==> src/rtl/mips_pkg.sv <==
// Shared types and constants for the MIPS fetch front-end.
package mips_pkg;

  localparam logic [31:0] RESET_PC_DEFAULT = 32'hBFC0_0000;

  typedef enum logic [1:0] {
    IDLE = 2'd0,
    REQ  = 2'd1,
    DROP = 2'd2
  } fetch_state_t;

  typedef struct packed {
    logic [31:0] pc;
    logic [31:0] instr;
  } fetch_entry_t;

endpackage

==> src/rtl/fetch_fifo.sv <==
// Prefetch buffer: DEPTH-entry synchronous FIFO of {pc, instr}; flush beats push/pop.
module fetch_fifo
  import mips_pkg::*;
#(
  parameter  int DEPTH = 2,
  localparam int AW    = $clog2(DEPTH),
  localparam int CW    = AW + 1
) (
  input  logic         clk_i,
  input  logic         rst_ni,
  input  logic         push_i,
  input  logic         pop_i,
  input  logic         flush_i,
  input  fetch_entry_t wdata_i,
  output fetch_entry_t rdata_o,
  output logic         full_o,
  output logic         empty_o,
  output logic [CW-1:0] count_o
);

  fetch_entry_t  mem_q [DEPTH];
  logic [AW-1:0] wr_ptr_q, rd_ptr_q;
  logic [CW-1:0] count_q;
  logic          do_push, do_pop;

  assign full_o  = (count_q == CW'(DEPTH));
  assign empty_o = (count_q == '0);
  assign count_o = count_q;
  assign rdata_o = mem_q[rd_ptr_q];

  // Pushes to a full FIFO and pops from an empty one are silently ignored.
  assign do_push = push_i & ~full_o;
  assign do_pop  = pop_i & ~empty_o;

  always_ff @(posedge clk_i or negedge rst_ni) begin
    if (!rst_ni) begin
      wr_ptr_q <= '0;
      rd_ptr_q <= '0;
      count_q  <= '0;
    end else if (flush_i) begin
      wr_ptr_q <= '0;
      rd_ptr_q <= '0;
      count_q  <= '0;
    end else begin
      if (do_push) wr_ptr_q <= wr_ptr_q + AW'(1);
      if (do_pop)  rd_ptr_q <= rd_ptr_q + AW'(1);
      count_q <= count_q + CW'(do_push) - CW'(do_pop);
    end
  end

  always_ff @(posedge clk_i) begin
    if (!flush_i && do_push) mem_q[wr_ptr_q] <= wdata_i;
  end

endmodule

==> src/rtl/instr_fetch_unit.sv <==
// Fetch stage: owns the PC, issues word fetches over req/ack, buffers results,
// and restarts on branch/jump redirects.
module instr_fetch_unit
  import mips_pkg::*;
#(
  parameter logic [31:0] RESET_PC = RESET_PC_DEFAULT,
  parameter int          DEPTH    = 2
) (
  input  logic         Clk,
  input  logic         Reset_n,
  output logic         IMemReq,
  output logic [31:0]  IMemAddr,
  input  logic         IMemAck,
  input  logic [31:0]  IMemRData,
  output logic [31:0]  Instr,
  output logic [31:0]  InstrPC,
  output logic         InstrValid,
  input  logic         InstrReady,
  input  logic         Redirect,
  input  logic [31:0]  RedirectPC,
  output fetch_state_t DbgState
);

  localparam int CW = $clog2(DEPTH) + 1;

  // Handshakes: memory side holds IMemReq/IMemAddr stable until IMemAck; core
  // side transfers the head entry in any cycle with InstrValid & InstrReady.
  fetch_state_t  state_q, state_d;
  logic [31:0]   fetch_pc_q, fetch_pc_d;
  logic [31:0]   pend_pc_q, pend_pc_d;
  logic [31:0]   redirect_pc;
  logic          push, pop, pop_req, flush;
  logic          fifo_full, fifo_empty;
  logic [CW-1:0] fifo_count, count_after;
  fetch_entry_t  wentry, head;

  assign redirect_pc = RedirectPC & 32'hFFFF_FFFC;
  assign pop_req     = ~fifo_empty & InstrReady;
  assign count_after = fifo_count + CW'(1) - CW'(pop_req);
  assign wentry      = '{pc: fetch_pc_q, instr: IMemRData};

  fetch_fifo #(.DEPTH(DEPTH)) u_fifo (
    .clk_i   (Clk),
    .rst_ni  (Reset_n),
    .push_i  (push),
    .pop_i   (pop),
    .flush_i (flush),
    .wdata_i (wentry),
    .rdata_o (head),
    .full_o  (fifo_full),
    .empty_o (fifo_empty),
    .count_o (fifo_count)
  );

  always_ff @(posedge Clk or negedge Reset_n) begin
    if (!Reset_n) begin
      state_q    <= IDLE;
      fetch_pc_q <= RESET_PC;
      pend_pc_q  <= RESET_PC;
    end else begin
      state_q    <= state_d;
      fetch_pc_q <= fetch_pc_d;
      pend_pc_q  <= pend_pc_d;
    end
  end

  always_comb begin
    state_d    = state_q;
    fetch_pc_d = fetch_pc_q;
    pend_pc_d  = pend_pc_q;
    push       = 1'b0;
    pop        = pop_req;
    flush      = 1'b0;
    if (Redirect) begin
      flush = 1'b1;
      pop   = 1'b0;
      // An in-flight request cannot be abandoned, so its response is parked in DROP.
      if (state_q == IDLE || IMemAck) begin
        state_d    = REQ;
        fetch_pc_d = redirect_pc;
      end else begin
        state_d   = DROP;
        pend_pc_d = redirect_pc;
      end
    end else begin
      case (state_q)
        IDLE: if (!fifo_full) state_d = REQ;
        REQ: if (IMemAck) begin
          push       = 1'b1;
          fetch_pc_d = fetch_pc_q + 32'd4;
          state_d    = (count_after < CW'(DEPTH)) ? REQ : IDLE;
        end
        DROP: if (IMemAck) begin
          state_d    = REQ;
          fetch_pc_d = pend_pc_q;
        end
        default: state_d = IDLE;
      endcase
    end
  end

  assign IMemReq    = (state_q != IDLE);
  assign IMemAddr   = fetch_pc_q;
  assign InstrValid = ~fifo_empty;
  assign Instr      = fifo_empty ? 32'h0 : head.instr;
  assign InstrPC    = fifo_empty ? 32'h0 : head.pc;
  assign DbgState   = state_q;

endmodule

==> config.mk <==
export PLATFORM = sky130hd
export DESIGN_NAME = instr_fetch_unit
export DESIGN_NICKNAME = d
export VERILOG_FILES = /design/src/rtl/mips_pkg.sv /design/src/rtl/fetch_fifo.sv /design/src/rtl/instr_fetch_unit.sv
export SDC_FILE = /design/constraint.sdc
export NUM_CORES = 1
export LEC_CHECK = 0
export ABC_AREA = 1
export CAP_MARGIN = 40
export CORE_ASPECT_RATIO = 1.2
export CORE_MARGIN = 5
export CORE_UTILIZATION = 38
export DETAILED_ROUTE_END_ITERATION = 12
export GPL_TIMING_DRIVEN = 0
export RECOVER_POWER = 50
export SLEW_MARGIN = 25
export SYNTH_ARGS = -nofsm -noshare
export SYNTH_HDL_FRONTEND = slang
export SYNTH_SLANG_ARGS = --single-unit
==> constraint.sdc <==
create_clock -name Clk -period 7.95 [get_ports Clk]
set_input_delay 1.59 -clock Clk [delete_from_list [all_inputs] [get_ports Clk]]
set_output_delay 1.59 -clock Clk [all_outputs]
set_load 0.01 [all_outputs]
==> run_1/m3.png <==
Scale bar: 50 um.
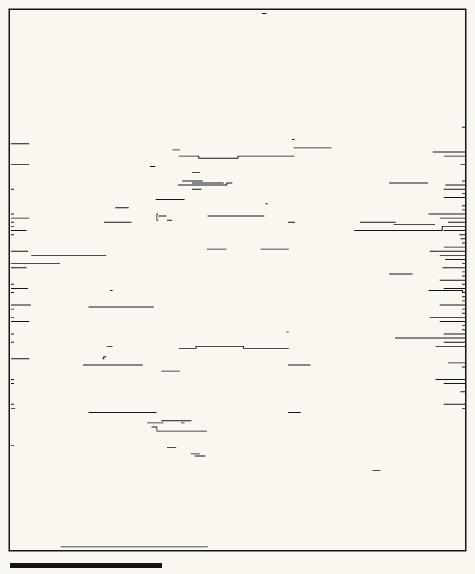
share of all routed wire: 3.4%
wire length on this layer: 817 um
main direction: horizontal
nets with wire on the layer: 109

==> run_1/placed.png <==
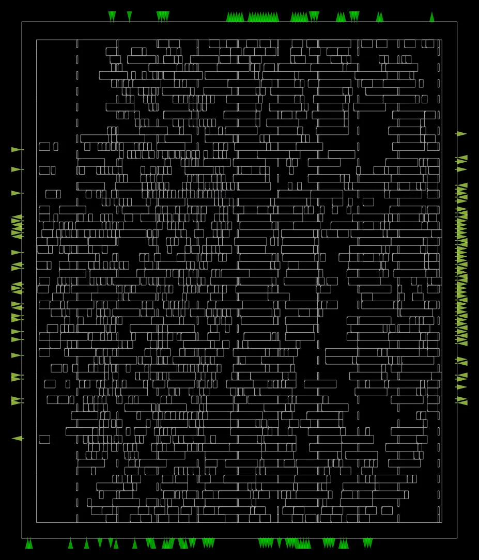
number of inserted filler cells in the final layout: 2170
sequential cell area share: 46.5%
area of the core: 0.0231 mm^2

==> flow_metrics.rpt, run 1 <==
RUN METRICS
----------------------------------------------------
[Layout]
  Non-Filler Cell Area, Final ........................ around 0.012 mm^2
  Fraction of final layout cells sized beyond drive strength 1 ........................ 7.48%
  Post-layout util ........................ between 50 and 60%

[Power]
  Internal power summed over all cells ........................ ~0.0023 W

[CTS]
  Post-CTS setup-driven buffer insertion count ........................ 0
  Skew-Pair Late Insertion Delay ........................ between 0.4 and 0.5 ns
  Post-CTS Hold Fix Bufs ........................ 0
  H-tree levels ........................ 4
  Root Buffer Master ........................ sky130_fd_sc_hd__clkbuf_16

[Placement]
  Routability Congestion ........................ approximately 0.87
  Area of placed instances ........................ about 0.011 mm^2
  Hpwl dp ........................ approximately 17000 um
  Pre-CTS setup slack ........................ between 3 and 4 ns

[Outcome]
  Result of the run ........................ finished with violations
  Violated checks ........................ max-capacitance violations, max-slew violations

[Setup path]
  Worst path cell trace ........................ clkbuf_1, clkbuf_1
  Required arrival time at the worst endpoint ........................ between 7 and 8 ns
  Delay-heaviest family, CP ........................ buffers and inverters
  Critical path peak fanout ........................ about 44
  WP depth ........................ 2
  Top cell by count, worst path ........................ sky130_fd_sc_hd__clkbuf_1
  Slowest Stage Delay on Critical Path ........................ roughly 1.8 ns
  Worst path slowest cell ........................ sky130_fd_sc_hd__clkbuf_1
  Worst reg2reg startpoint ........................ DbgState[1]$_DFFE_PN0P_

[Synth]
  Tally of unique sky130hd cells used after synthesis ........................ 33
  Yosys Instances ........................ 973
  Most numerous cell types in the synthesized netlist ........................ sky130_fd_sc_hd__nand2_1 (362), sky130_fd_sc_hd__edfxtp_1 (124), sky130_fd_sc_hd__a21oi_1 (95), sky130_fd_sc_hd__inv_1 (83), sky130_fd_sc_hd__nand3_1 (49)
  Number of synthesized register bits ........................ approximately 190
  Top-count cell post-synth ........................ sky130_fd_sc_hd__nand2_1
  Top cells by area ........................ sky130_fd_sc_hd__edfxtp_1 (42%), sky130_fd_sc_hd__nand2_1 (15%), sky130_fd_sc_hd__dfrtp_1 (14%)
  Synthesized area ........................ 0.00889 mm^2

[STA]
  Achievable clock frequency ........................ between 200 and 250 MHz
  Fin crit share ........................ a little under three fifths
  Slew HR ........................ -62.7%
  Aggregate negative setup slack ........................ 0 ns
  Slew Viols, Final ........................ roughly 45

[Run]
  Number of maximum-capacitance constraint violations ........................ 1

[Drt]
  DR WL met2 ........................ 12500 um
  Number of DRC markers after the initial detailed-route iteration ........................ approximately 400
  Post-route DRC ........................ 0
  Post-route met1 wirelength ........................ 10200 um
  Post-detailed-route via-to-cell ratio ........................ 4.70
  DRT Pass-1 Iters ........................ 5

[Die]
  Die Span X ........................ 150 um

[Global route]
  Vias in the first global route ........................ approximately 6900

[Hold path]
  Hold wc startpoint ........................ pend_pc_q[21]$_DFFE_PN0N_

----------------------------------------------------
==> run_1/util_map.png <==
The die is cut into 15 by 18 equal tiles; black is low, pale yellow is high, 0 to 100% covered.
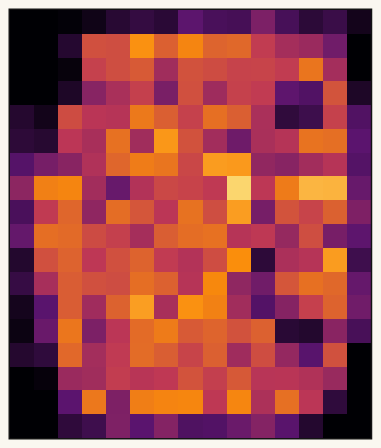
densest ninth of the die: centre
mean over tiles: 42%
emptiest ninth of the die: north-west
fullest tile: 91%
tiles over 75% full: 4.4%
nearly empty tiles: 8.5%

run 1: flip-flops by register name, summed over array words and instances, names as in the netlist:
name             cells
u_fifo.rd_ptr_q      1
u_fifo.wr_ptr_q      1
u_fifo.count_o       2
u_fifo.mem_q       124
IMemAddr            30
DbgState             2
pend_pc_q           30
run 1: area by class of cell:
cell class / instances / area (um^2) / area share (%)
Multi-Input combinational cell: 652 / 2930 / 25.3
Clock buffer: 17 / 425 / 3.66
Inverter: 86 / 323 / 2.78
Tap cell: 315 / 394 / 3.39
Sequential cell: 190 / 5400 / 46.5
Clock inverter: 15 / 145 / 1.25
Buffer: 48 / 245 / 2.11
Timing Repair Buffer: 169 / 1750 / 15.1
==> run_1/gates.png <==
Scale bar: 50 um.
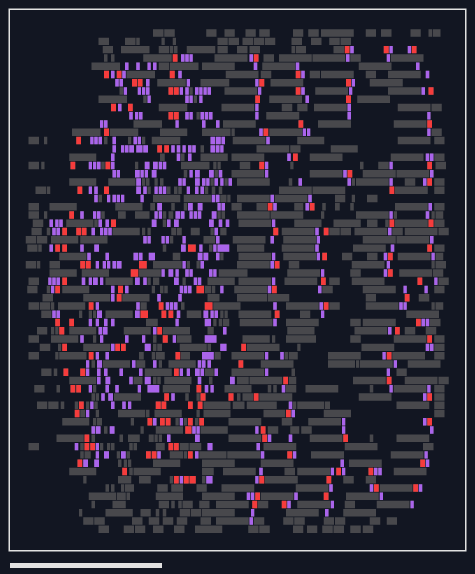

==> inputs of run 2 (changes only) <==
Clock period 7.95 ns to 4.5 ns, I/O delays scaled along.
==> run_2/gates.png <==
Scale bar: 50 um.
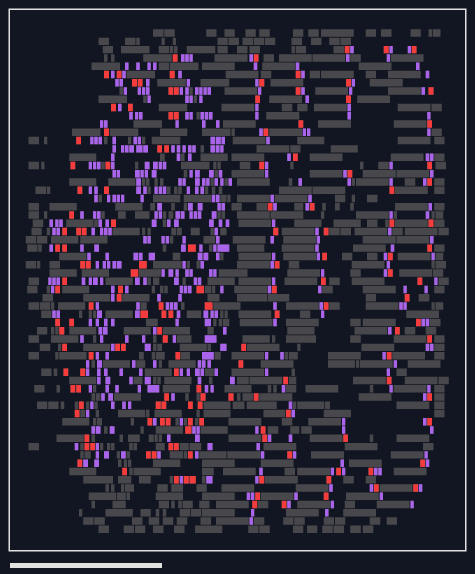
| colour | family | cells | most used | where |
|---|---|---|---|---|
| red | aoi and oai cells | 151 | a21oi_1 | widely spread |
| purple | nand cells | 422 | nand2_1 | widely spread |
Layout Cells excl Fill: 1493
multi-input gate share of the layout cell area: 25.2%
most frequent logic cell in the layout: sky130_fd_sc_hd__nand2_1

==> run_2/m3.png <==
Scale bar: 50 um.
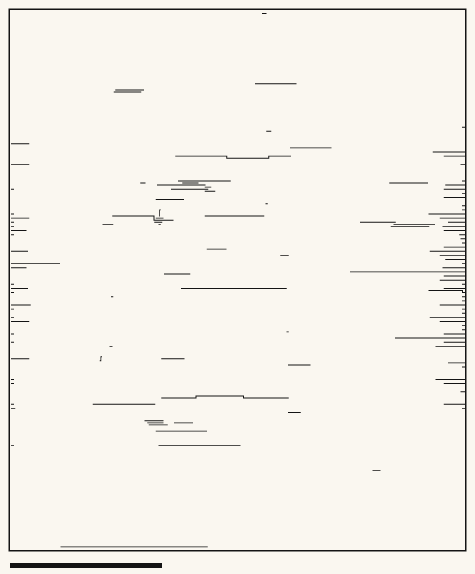
nets with wire on the layer: 111
share of all routed wire: 3.7%
wire length on this layer: 890 um
main direction: horizontal

==> flow_metrics.rpt, run 2 <==
RUN METRICS
----------------------------------------------------
[Layout]
  Logic area ........................ 0.00293 mm^2 (unchanged)
  Number of inserted filler cells in the final layout ........................ 2166 (-0.18%)
  Max-area cell class ........................ flip-flops and latches
  Flip-flop and latch count ........................ 190 (unchanged)
  Number of logic gates ........................ 652 (unchanged)
  Flip-flop count of the largest register after layout ........................ 124 (unchanged)
  Inverter tally of the final layout excluding the clock network ........................ 86 (unchanged)
  Area share of buffers outside the clock network ........................ 17.3% (+0.17 points)
  Clock buffers ........................ 17 (unchanged)
  Signal buffers ........................ 217 (unchanged)

[Placement]
  Hpwl dp ........................ 17500 um (unchanged)
  Routability Congestion ........................ 0.866 (unchanged)

[Outcome]
  Violated checks ........................ max-capacitance violations, max-slew violations
  Result of the run ........................ finished with violations

[CTS]
  Post-CTS setup-driven buffer insertion count ........................ 0 (unchanged)
  Skew-Pair Late Insertion Delay ........................ 0.43 ns (about the same)
  H-tree levels ........................ 4 (unchanged)
  Root Buffer Master ........................ sky130_fd_sc_hd__clkbuf_16

[Synth]
  Most numerous cell types in the synthesized netlist ........................ sky130_fd_sc_hd__nand2_1 (362), sky130_fd_sc_hd__edfxtp_1 (124), sky130_fd_sc_hd__a21oi_1 (95), sky130_fd_sc_hd__inv_1 (83), sky130_fd_sc_hd__nand3_1 (49)
  Yosys Instances ........................ 973 (unchanged)
  Top cells by area ........................ sky130_fd_sc_hd__edfxtp_1 (42%), sky130_fd_sc_hd__nand2_1 (15%), sky130_fd_sc_hd__dfrtp_1 (14%)
  Synthesized area ........................ 0.00889 mm^2 (unchanged)

[Drt]
  DR WL met2 ........................ 12600 um (+0.81%)
  Post-route met1 wirelength ........................ 10100 um (-0.68%)
  Post-route DRC ........................ 0 (unchanged)
  Number of DRC markers after the initial detailed-route iteration ........................ 414 (+4.8%)
  Post-detailed-route via-to-cell ratio ........................ 4.71 (+0.13%)

[Setup path]
  Delay-heaviest family, CP ........................ buffers and inverters
  Worst path cell trace ........................ clkbuf_1, inv_1, clkbuf_1, nand2_1, a21oi_1, clkdlybuf4s50_1
  Critical path peak fanout ........................ 10 (-77%)

[Hold path]
  Hold wc startpoint ........................ pend_pc_q[5]$_DFFE_PN0N_

[Run]
  Number of maximum-capacitance constraint violations ........................ 1 (unchanged)

[STA]
  Slew Viols, Final ........................ 23 (-49%)
  Fin crit share ........................ ~80%

[Die]
  Tapcell Cnt ........................ 315 (unchanged)

----------------------------------------------------
run 2: cell count changes in the layout (fill, tap and decap cells not counted):
cell                       previous run  this run
sky130_fd_sc_hd__inv_1               83        84
sky130_fd_sc_hd__buf_16               3         4
sky130_fd_sc_hd__inv_2                3         2
sky130_fd_sc_hd__clkbuf_1            35        33
sky130_fd_sc_hd__buf_2                4         5
sky130_fd_sc_hd__diode_2              0         1
run 2: power by group:
part / internal (W) / total (W) / leakage [nW] / switching, W
clock network: 0.000815 / 0.00147 / 0.274 / 0.000655
logic: 0.000944 / 0.00210 / 2.59 / 0.00116
registers: 0.00233 / 0.00277 / 1.91 / 0.000448
total: 0.00409 / 0.00634 / 4.77 / 0.00226
No activity file was given, so power comes from the tool's default toggle rates.
